==> src/rtl/key_debounce_counter.sv <==
// key_debounce_counter
//   Conditions the raw pushbutton pins and packs the result into the 32-bit
//   word read by the buttons PIO. Each key has a two-flop synchronizer, a
//   debounce FSM and a wrapping 7-bit press counter. The host detects presses
//   by comparing successive counter reads.
//
// Parameters
//   NUM_KEYS        keys handled (1..4); byte k of buttons_word is key k
//   DEBOUNCE_CYCLES consecutive stable cycles needed to accept a change (>= 2)
//   KEY_ACTIVE_LOW  1: raw low = pressed, 0: raw high = pressed
//
// Ports
//   clk           fabric clock, rising edge
//   reset         synchronous, active-high
//   key_raw       asynchronous raw key pins
//   buttons_word  byte k = {press_count_k[6:0], level_k}; unused bytes are 0
//   press_pulse   one-cycle strobe per accepted press
module key_debounce_counter #(
  parameter int unsigned NUM_KEYS        = 4,
  parameter int unsigned DEBOUNCE_CYCLES = 1000000,
  parameter bit          KEY_ACTIVE_LOW  = 1'b1
) (
  input  logic                clk,
  input  logic                reset,
  input  logic [NUM_KEYS-1:0] key_raw,
  output logic [31:0]         buttons_word,
  output logic [NUM_KEYS-1:0] press_pulse
);

  localparam int unsigned CW = ($clog2(DEBOUNCE_CYCLES) < 1) ? 1 : $clog2(DEBOUNCE_CYCLES);
  // The edge that enters a pending state already counts as the first stable
  // cycle, so acceptance happens when the counter reaches DEBOUNCE_CYCLES-2.
  // This lands the level change DEBOUNCE_CYCLES+1 edges after the raw change
  // is first sampled.
  localparam logic [CW-1:0] CNT_LAST = CW'(DEBOUNCE_CYCLES - 2);

  typedef enum logic [1:0] {
    RELEASED,
    PRESS_PENDING,
    PRESSED,
    RELEASE_PENDING
  } state_e;

  for (genvar k = 0; k < NUM_KEYS; k++) begin : g_key
    logic          sync1_q;
    logic          sync2_q;
    logic          sample;
    state_e        state_q;
    logic [CW-1:0] cnt_q;
    logic          level_q;
    logic [6:0]    count_q;
    logic          pulse_q;

    // Normalise to pressed = 1.
    assign sample = sync2_q ^ KEY_ACTIVE_LOW;

    always_ff @(posedge clk) begin
      if (reset) begin
        // Synchronizers hold the released pin level so a key held through
        // reset is debounced afresh and counted as a new press.
        sync1_q <= KEY_ACTIVE_LOW;
        sync2_q <= KEY_ACTIVE_LOW;
        state_q <= RELEASED;
        cnt_q   <= '0;
        level_q <= 1'b0;
        count_q <= '0;
        pulse_q <= 1'b0;
      end else begin
        sync1_q <= key_raw[k];
        sync2_q <= sync1_q;
        pulse_q <= 1'b0;
        case (state_q)
          RELEASED: begin
            if (sample) begin
              state_q <= PRESS_PENDING;
              cnt_q   <= '0;
            end
          end
          PRESS_PENDING: begin
            if (!sample) begin
              state_q <= RELEASED;
              cnt_q   <= '0;
            end else if (cnt_q == CNT_LAST) begin
              state_q <= PRESSED;
              cnt_q   <= '0;
              level_q <= 1'b1;
              count_q <= count_q + 7'd1;
              pulse_q <= 1'b1;
            end else begin
              cnt_q <= cnt_q + CW'(1);
            end
          end
          PRESSED: begin
            if (!sample) begin
              state_q <= RELEASE_PENDING;
              cnt_q   <= '0;
            end
          end
          RELEASE_PENDING: begin
            if (sample) begin
              state_q <= PRESSED;
              cnt_q   <= '0;
            end else if (cnt_q == CNT_LAST) begin
              state_q <= RELEASED;
              cnt_q   <= '0;
              level_q <= 1'b0;
            end else begin
              cnt_q <= cnt_q + CW'(1);
            end
          end
          default: begin
            state_q <= RELEASED;
            cnt_q   <= '0;
          end
        endcase
      end
    end

    assign buttons_word[8*k +: 8] = {count_q, level_q};
    assign press_pulse[k]         = pulse_q;
  end

  for (genvar k = NUM_KEYS; k < 4; k++) begin : g_unused
    assign buttons_word[8*k +: 8] = '0;
  end

endmodule

==> config.mk <==
export PLATFORM = sky130hd
export DESIGN_NAME = key_debounce_counter
export DESIGN_NICKNAME = d
export VERILOG_FILES = /design/src/rtl/key_debounce_counter.sv
export SDC_FILE = /design/constraint.sdc
export NUM_CORES = 1
export LEC_CHECK = 0
export ABC_CLOCK_PERIOD_IN_PS = 4150
export CAP_MARGIN = 30
export CORE_ASPECT_RATIO = 2
export CORE_MARGIN = 2
export CORE_UTILIZATION = 25
export CTS_CLUSTER_SIZE = 25
export DETAILED_ROUTE_END_ITERATION = 8
export SYNTH_ARGS = -nofsm -noshare
export SYNTH_HDL_FRONTEND = slang
export SYNTH_SLANG_ARGS = --single-unit
==> constraint.sdc <==
create_clock -name clk -period 4.15 [get_ports clk]
set_clock_uncertainty 0.05 [all_clocks]
set_input_delay 0.6225 -clock clk [delete_from_list [all_inputs] [get_ports clk]]
set_output_delay 0.6225 -clock clk [all_outputs]
set_load 0.01 [all_outputs]
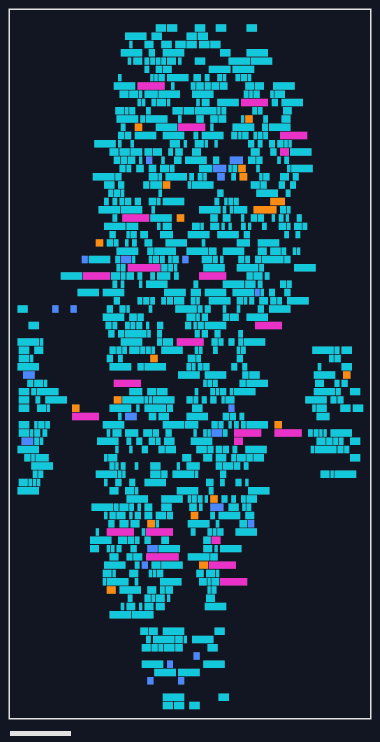
Fig. 1. Drive-strength map (run 1).
Bar = 20 um.
- cyan: x1 and smaller (cells 758; share 92%; most used dfxtp_1)
- orange: x3 and x4 (cells 19; share 2.3%; most used buf_4)
- magenta: x6 and larger (cells 22; share 2.7%; most used clkbuf_16)
- blue: x2 (cells 23; share 2.8%; most used or2_2)

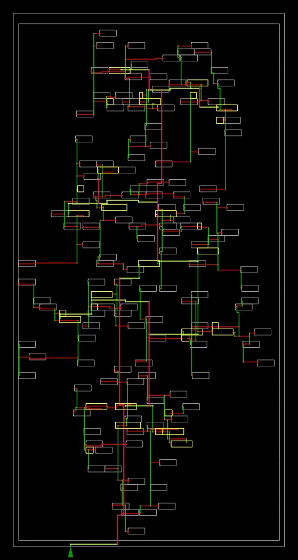
Fig. 2. Clock nets (run 1).
clk latency late pin: 0.44 ns
Clock buffer cells: 18

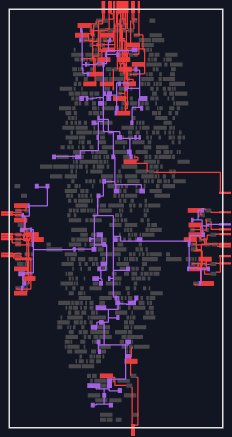
Fig. 3. Port wiring (run 1).
- purple: reset (bits 1; direction input; edge right; end cells 92; buffers 3; wire 954 um)
- red: buttons_word (bits 32; direction output; edge 15 top, 8 right, 7 left, 2 bottom; end cells 32; buffers 32; wire 1,250 um)

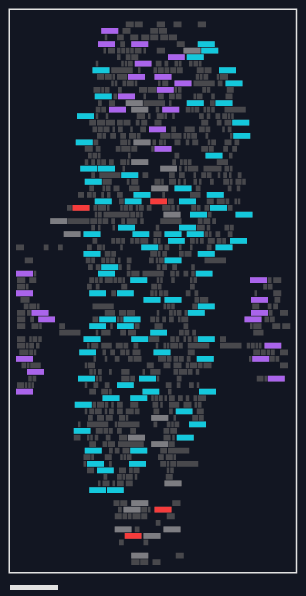
Fig. 4. Sequential cells grouped by signal name (run 1).
Bar = 20 um. Other sequential cells in the stronger grey, the rest of the logic in the fainter grey.
- red: g_key.sync2_q (placed flops 4)
- cyan: g_key.cnt_q (placed flops 80)
- purple: g_key.count_q (placed flops 28)

==> tab_implementation.tex, run 1 <==
% Implementation results table
\begin{tabular}{lr}
\hline
Metric & Value \\
\hline
\multicolumn{2}{l}{\textbf{Min path}} \\
\quad Endpoint with the worst hold slack & g\_key[2].sync2\_q \\
\quad Class of the worst hold path & reg -> reg \\
\quad Startpoint of the lowest-slack hold path & g\_key[2].sync1\_q \\
\multicolumn{2}{l}{\textbf{Power}} \\
\quad Power Sequential & between 0.001 and 0.0015 W \\
\quad P\_clk & between 0.0015 and 0.002 W \\
\quad Power Dens Cells & about 370 mW/mm\^{}2 \\
\multicolumn{2}{l}{\textbf{Final timing}} \\
\quad Least-Margin Pin Slew & about 0.85 ns \\
\quad Unrepaired setup endpoints after global routing & false \\
\quad Slack of the critical path & 1.54 ns \\
\quad Setup TNS & 0 ns \\
\quad Hold slack & 0.362 ns \\
\multicolumn{2}{l}{\textbf{Layout}} \\
\quad Proportion of cell area spent on the clock network & 7.43\% \\
\quad Design Area, Final & about 0.0078 sq mm \\
\quad Inverter count & 27 \\
\quad Non-clock buffer share & 5.96\% \\
\quad Largest cell class by area & logic gates \\
\quad Utilization after layout & 30.5\% \\
\quad Layout Nets & 827 \\
\quad Sequential fraction of total cell area & 33.7\% \\
\quad Number of filler instances in the final layout & 2,803 \\
\quad Growth of design area from synthesis to finish & 19.6\% \\
\multicolumn{2}{l}{\textbf{Drt}} \\
\quad First DRT Iteration DRCs & 266 \\
\quad Count of vias placed by the detailed router & 5,847 \\
\quad DR WL met3 & 423 um \\
\quad Amount of wire on met2 after detailed routing & 9060 um \\
\quad DRC & 0 \\
\multicolumn{2}{l}{\textbf{Floorplan}} \\
\quad Standard cell core area & 0.0258 sq mm \\
\quad Core utilization at floorplan & 25.5\% \\
\quad Number of tapcells & approximately 340 \\
\quad Number of standard-cell rows in the floorplan & 83 \\
\quad Die outline width & 119 um \\
\multicolumn{2}{l}{\textbf{Yosys}} \\
\quad Number of nets at floorplan & around 800 \\
\quad Area share of the largest cell type after synthesis & 40.3\% \\
\quad Post-synth seq share & a little over 40\% \\
\quad Main flop type after synthesis & sky130\_fd\_sc\_hd\_\_dfxtp\_1 \\
\quad Number of warnings issued by yosys & 0 \\
\quad Register bit total from synthesis & around 130 \\
\quad Post-synthesis cell type with the largest instance count & sky130\_fd\_sc\_hd\_\_dfxtp\_1 \\
\quad Count of flip-flops with a built-in enable after synthesis & 0 \\
\multicolumn{2}{l}{\textbf{Setup path}} \\
\quad Cell with the biggest individual delay on the critical path & sky130\_fd\_sc\_hd\_\_o2111a\_1 \\
\quad Critical-path cell list & or4b\_1 > or4\_1 > o2111a\_1 > a41oi\_1 > a21oi\_1 \\
\quad Crit Path Category & reg -> reg \\
\quad Number of gates on the worst path with buffers counted & 5 \\
\quad WP data required & 4.42 ns \\
\quad Number of buffers and inverters on the critical path & 0 \\
\quad Endpoint of the most critical register-to-register path & g\_key[2].cnt\_q[16] \\
\quad Worst reg2reg setup slack & roughly 1.5 ns \\
\quad Maximum net fanout on the critical path & 27 \\
\multicolumn{2}{l}{\textbf{Global routing}} \\
\quad Gr usage total & 12.1\% \\
\quad Met1 Usage GRT & 11.5\% \\
\quad Antenna violations before repair & 0 \\
\quad GRT Residual Overflow & 0 \\
\multicolumn{2}{l}{\textbf{Flow run}} \\
\quad Tally of OpenROAD warnings & 30 \\
\multicolumn{2}{l}{\textbf{Clocking}} \\
\quad Hold buffer count at cts & 0 \\
\quad Post-CTS repair timing setup buffer count & 0 \\
\quad Count of instances resized after the clock tree is built & 0 \\
\multicolumn{2}{l}{\textbf{Placed design}} \\
\quad Cells after DPL & around 1.1k \\
\quad Total half-perimeter wirelength after legalization and detailed placement & 11,500 um \\
\quad Worst setup timing slack at the placement stage & about 1.5 ns \\
\multicolumn{2}{l}{\textbf{Status}} \\
\quad Result of the run & finished, final reports clean \\
\hline
\end{tabular}
## run 1: worst register-to-register path, delay by kind of cell (launching register included)
kind,cells,cell delay (ns)
simple gates,2,1.10
compound gates,3,0.97
flops,1,0.37
## run 1: sequential cells by signal (all words and copies together), names as in the netlist, named ones only
register / flops
g_key.cnt_q: 80
g_key.count_q: 28
g_key.level_q: 4
g_key.pulse_q: 4
g_key.state_q: 4
g_key.sync1_q: 4
g_key.sync2_q: 4
## run 1: kinds of logic (layout without fill, tap and decap cells)
logic type                 after synthesis  count (layout)  synth area share (%)
muxes                                   15              15                  2.35
adders and majority gates               12              12                  2.29
and+or+nand+nor                        356             356                  29.7
AOI/OAI and AO/OA                      162             162                  15.9
xor gates and xnor gates                37              37                  4.94
buffers and inverters                   66             108                  4.60
DFF                                    132             132                  40.3
## Run 2: what changed since run 1
- ABC_CLOCK_PERIOD_IN_PS: 4150 -> 2550
- clock period: 4.15 -> 2.55 ns (I/O delays scaled with it)
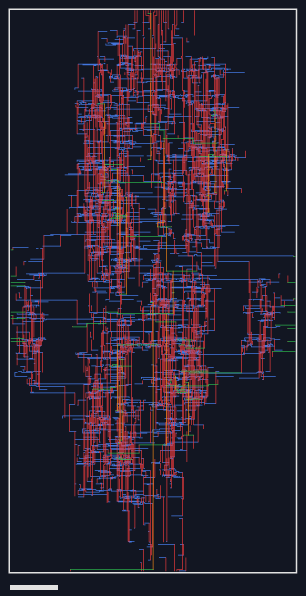
Fig. 5. Wiring by layer (run 2).
Bar = 20 um.
- blue: M1 (wire length 6,270 um)
- green: M3 (wire length 493 um)
- orange: M4 (wire length 623 um)
- red: M2 (wire length 9,480 um)

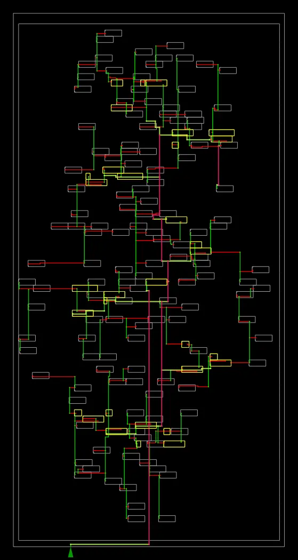
Fig. 6. Clock nets (run 2).
P_clk: 0.00254 W
number of sinks handled by clock tree synthesis: 132

==> tab_implementation.tex, run 2 <==
% Implementation results table
\begin{tabular}{lr}
\hline
Metric & Value \\
\hline
\multicolumn{2}{l}{\textbf{Status}} \\
\quad Result of the run & finished, final reports clean \\
\multicolumn{2}{l}{\textbf{Min path}} \\
\quad Startpoint of the lowest-slack hold path & reset \\
\quad Cell depth of the worst hold path & 2 \\
\quad Endpoint with the worst hold slack & g\_key[3].count\_q[3] \\
\quad Class of the worst hold path & in -> reg \\
\multicolumn{2}{l}{\textbf{Yosys}} \\
\quad Register bit total from synthesis & 132 (unchanged) \\
\quad Count of flip-flops with a built-in enable after synthesis & 0 (unchanged) \\
\quad Yosys stat area & 0.00656 sq mm \\
\quad Most frequent cells after synthesis & sky130\_fd\_sc\_hd\_\_dfxtp\_1 (132), sky130\_fd\_sc\_hd\_\_nor2\_1 (70), sky130\_fd\_sc\_hd\_\_a21oi\_1 (60) \\
\quad Number of warnings issued by yosys & 0 (unchanged) \\
\quad Yosys top cell by area & sky130\_fd\_sc\_hd\_\_dfxtp\_1 \\
\quad Cell total in the yosys stat output & 780 \\
\quad Main flop type after synthesis & sky130\_fd\_sc\_hd\_\_dfxtp\_1 \\
\quad Cell types with the largest area share after synthesis & sky130\_fd\_sc\_hd\_\_dfxtp\_1 (40\%), sky130\_fd\_sc\_hd\_\_a21oi\_1 (4.6\%), sky130\_fd\_sc\_hd\_\_nor2\_1 (4.0\%) \\
\quad Async set or reset register ratio after synthesis & 0\% \\
\quad Syn Std Cell Area & approximately 0.0066 sq mm \\
\quad Area share of the largest cell type after synthesis & 40.3\% (unchanged) \\
\quad Post-synth seq share & 40.3\% (unchanged) \\
\quad Cell count after synthesis & 780 \\
\quad Post-Synthesis Mean Instance Area & about 8.4 sq um \\
\quad Number of nets at floorplan & 798 (unchanged) \\
\quad Distinct lib cells & $\sim$63 \\
\quad Post-synthesis cell type with the largest instance count & sky130\_fd\_sc\_hd\_\_dfxtp\_1 \\
\multicolumn{2}{l}{\textbf{Final timing}} \\
\quad Slew Viols, Final & 0 \\
\quad Min cycle time layout & 2.42 ns \\
\quad Max Freq & 413 MHz \\
\quad Hold Fails Final Rpt & 0 \\
\quad Slack of the critical path & 0.130 ns (-1.41 ns) \\
\quad Least-Margin Pin Slew & 0.713 ns (-0.141 ns) \\
\quad Slew HR & 52.0\% \\
\quad Share of the clock period used by the worst path after layout & 94.9\% \\
\quad Setup TNS & 0 ns (unchanged) \\
\quad Setup-violating endpoint count in the final report & 0 \\
\quad Unrepaired setup endpoints after global routing & true \\
\quad Hold slack & 0.227 ns (-0.135 ns) \\
\multicolumn{2}{l}{\textbf{Drt}} \\
\quad Number of nets with antenna violations after routing & 0 \\
\quad Uppermost layer routed & met4 \\
\quad Detailed-route wire length per cell & $\sim$14 um \\
\quad Count of vias placed by the detailed router & 6,053 (+3.5\%) \\
\quad First DRT Iteration DRCs & 328 (+23\%) \\
\quad Vias per cell & 5.12 \\
\quad Met1 wire length & 6270 um \\
\quad Detailed-routing iteration count for the pre-antenna-repair pass & 6 \\
\quad DR WL met3 & 492 um (+16\%) \\
\quad Total length of routed wires & 16,900 um \\
\quad Amount of wire on met2 after detailed routing & 9480 um (+4.7\%) \\
\quad DRC & 0 (unchanged) \\
\multicolumn{2}{l}{\textbf{Setup path}} \\
\quad Kind of cell adding the most delay to the critical path & simple AND/OR/NAND/NOR gates \\
\quad Number of gates on the worst path with buffers counted & 8 (+3) \\
\quad Reg2Reg Depth & 8 \\
\quad Crit Path Category & reg -> reg \\
\quad Cell with the biggest individual delay on the critical path & sky130\_fd\_sc\_hd\_\_or4\_1 \\
\quad Worst reg2reg setup slack & 0.13 ns (-1.41 ns) \\
\quad Endpoint of the most critical register-to-register path & g\_key[0].count\_q[6] \\
\quad WP data required & 2.85 ns (-1.57 ns) \\
\quad Number of buffers and inverters on the critical path & 2 (+2) \\
\quad Critical-path cell list & inv\_1 > ha\_1 > nand4b\_1 > nor4\_1 > buf\_4 > nand4\_4 > or4\_1 > a21oi\_1 \\
\quad Critical Path End Type & flip-flop \\
\quad Largest stage delay on the critical path & around 0.52 ns \\
\quad Worst R2R Start & g\_key[0].cnt\_q[0] \\
\quad Setup crit start & g\_key[0].cnt\_q[0] \\
\quad Startpoint class of the critical path & flip-flop \\
\quad Data arrival time of the worst path & 2.72 ns \\
\quad Maximum net fanout on the critical path & 11 (-59\%) \\
\quad Endpoint of the worst setup timing path & g\_key[0].count\_q[6] \\
\multicolumn{2}{l}{\textbf{Clocking}} \\
\quad H-tree depth reported by CTS & 4 \\
\quad Hold buffer count at cts & 0 (unchanged) \\
\quad Clock slew seen by the registers of the worst setup and hold paths & 0.06 ns \\
\quad Clock tree from TritonCTS & built \\
\quad Master cell of the clock root buffer & sky130\_fd\_sc\_hd\_\_clkbuf\_16 \\
\quad Clk latency late pin & 0.42 ns (-0.02 ns) \\
\quad Worst-case clock buffer depth & 2 \\
\quad Count of instances resized after the clock tree is built & 0 (unchanged) \\
\quad TritonCTS Buffers & 17 \\
\quad Post-CTS repair timing setup buffer count & 0 (unchanged) \\
\multicolumn{2}{l}{\textbf{Power}} \\
\quad Cell-internal power & 0.00376 W \\
\quad Clock share of power & between 50\% and 60\% \\
\quad NetSw & about 0.0011 W \\
\quad Seq pwr share & 43.5\% \\
\quad Power group with the largest share & the clock network \\
\quad Power Sequential & 0.00211 W (+62\%) \\
\quad Maximum ir drop on the vdd rail & 0.000437 V \\
\quad Total design power & between 0.004 and 0.005 W \\
\quad Power in combinational cells & just over 0.0002 W \\
\quad Combinational share of power & 4.2\% \\
\quad Net Sw Frac & 22.7\% \\
\quad Power Dens Cells & 603 mW/mm\^{}2 (+62\%) \\
\quad Leakage power & 2.67 nW \\
\multicolumn{2}{l}{\textbf{Global routing}} \\
\quad Met3 routing resource usage after global routing & under 10\% \\
\quad Pin count of the biggest net entering global routing & 37 \\
\quad Busiest layer in global routing & met2 \\
\quad Met1 Usage GRT & 10.8\% (-0.74 points) \\
\quad Antenna violations before repair & 0 (unchanged) \\
\quad Gr usage total & 12.2\% (+0.086 points) \\
\quad Wire length of the first global-routing pass & about 27,000 um \\
\quad GRT Residual Overflow & 0 (unchanged) \\
\quad GR met2 Demand/Resource & 24.3\% \\
\quad Via count of the first global-routing pass & 5,750 \\
\multicolumn{2}{l}{\textbf{Placed design}} \\
\quad Count of buffers inserted at the top-level ports & 41 \\
\quad Worst setup timing slack at the placement stage & 0.115 ns (-1.43 ns) \\
\quad Placed Instance Area & $\sim$0.0074 sq mm \\
\quad Routability-driven placement congestion ratio & about 0.89 \\
\quad Total half-perimeter wirelength after legalization and detailed placement & 12,200 um (+6.5\%) \\
\quad Cells after DPL & 1,151 (+1.9\%) \\
\multicolumn{2}{l}{\textbf{Layout}} \\
\quad FF+latch area & 0.00264 sq mm \\
\quad Most common logic cells in the final layout & sky130\_fd\_sc\_hd\_\_dfxtp\_1 (132), sky130\_fd\_sc\_hd\_\_nor2\_1 (70), sky130\_fd\_sc\_hd\_\_a21oi\_1 (60) \\
\quad Comb gate area & about 0.0036 sq mm \\
\quad Layout Nets & 848 (+2.5\%) \\
\quad Count of non-filler cells in the finished layout & between 1k and 1.5k \\
\quad Number of flip-flops in the largest register & 80 (unchanged) \\
\quad Growth of design area from synthesis to finish & 22.7\% \\
\quad N\_diodes & 0 \\
\quad Register containing the most flip-flops in the final layout & g\_key.cnt\_q \\
\quad Layout cells sized above 1 & 10.2\% \\
\quad Leading cell type in the layout, fill and taps excluded & sky130\_fd\_sc\_hd\_\_dfxtp\_1 \\
\quad Largest registers & g\_key.cnt\_q: 80 flops, g\_key.count\_q: 28 flops \\
\quad Utilization after layout & 31.2\% (+0.79 points) \\
\quad Number of filler instances in the final layout & 2,796 (-0.25\%) \\
\multicolumn{2}{l}{\textbf{Floorplan}} \\
\quad Die outline width & 119 um (unchanged) \\
\quad Core utilization at floorplan & 25.5\% (unchanged) \\
\quad Height of the die & 233 um \\
\quad Number of standard-cell rows in the floorplan & 83 (unchanged) \\
\quad Die area & 0.0276 sq mm \\
\quad Standard cell core area & 0.0258 sq mm (unchanged) \\
\quad Ports & 42 \\
\multicolumn{2}{l}{\textbf{Flow run}} \\
\quad Tally of OpenROAD warnings & 31 (+3.3\%) \\
\quad Max Cap Violations & 0 \\
\hline
\end{tabular}
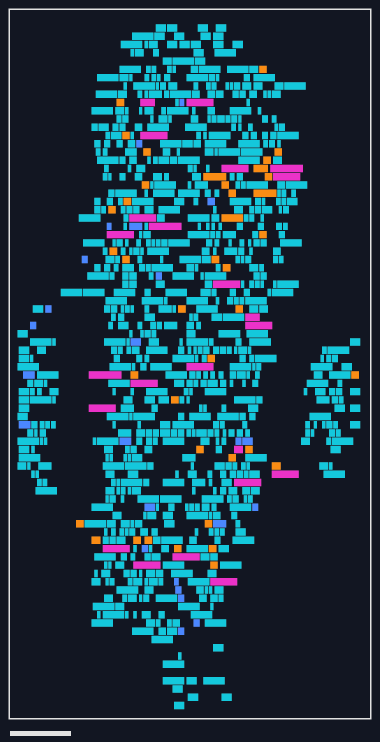
Fig. 7. Drive-strength map (run 2).
Bar = 20 um.
Design Area, Final: 0.00805 sq mm
buffer count excluding the clock tree in the final layout: 70

-- run 2: cell counts after synthesis --
No cell type changed its count.
-- run 2: area by class of cell --
cell class | count | share of cell area (%)
Sequential cell | 132 | 32.8
Tap cell | 340 | 5.29
Clock buffer | 20 | 5.67
Timing Repair Buffer | 70 | 7.77
Inverter | 27 | 1.26
Multi-Input combinational cell | 582 | 45.3
Clock inverter | 12 | 1.91
-- run 2: cell families after synthesis --
family                   count (synthesis)  synth area share [%]
adder cells (fa/ha/maj)                 12                  2.29
flip-flops                             132                  40.3
AND/OR/NAND/NOR                        356                  29.7
AND-OR/OR-AND                          162                  15.9
multiplexers                            15                  2.35
buffers and inverters                   66                  4.60
XOR/XNOR                                37                  4.94
Power figures rest on the tool's default switching activity, not on a simulated workload.
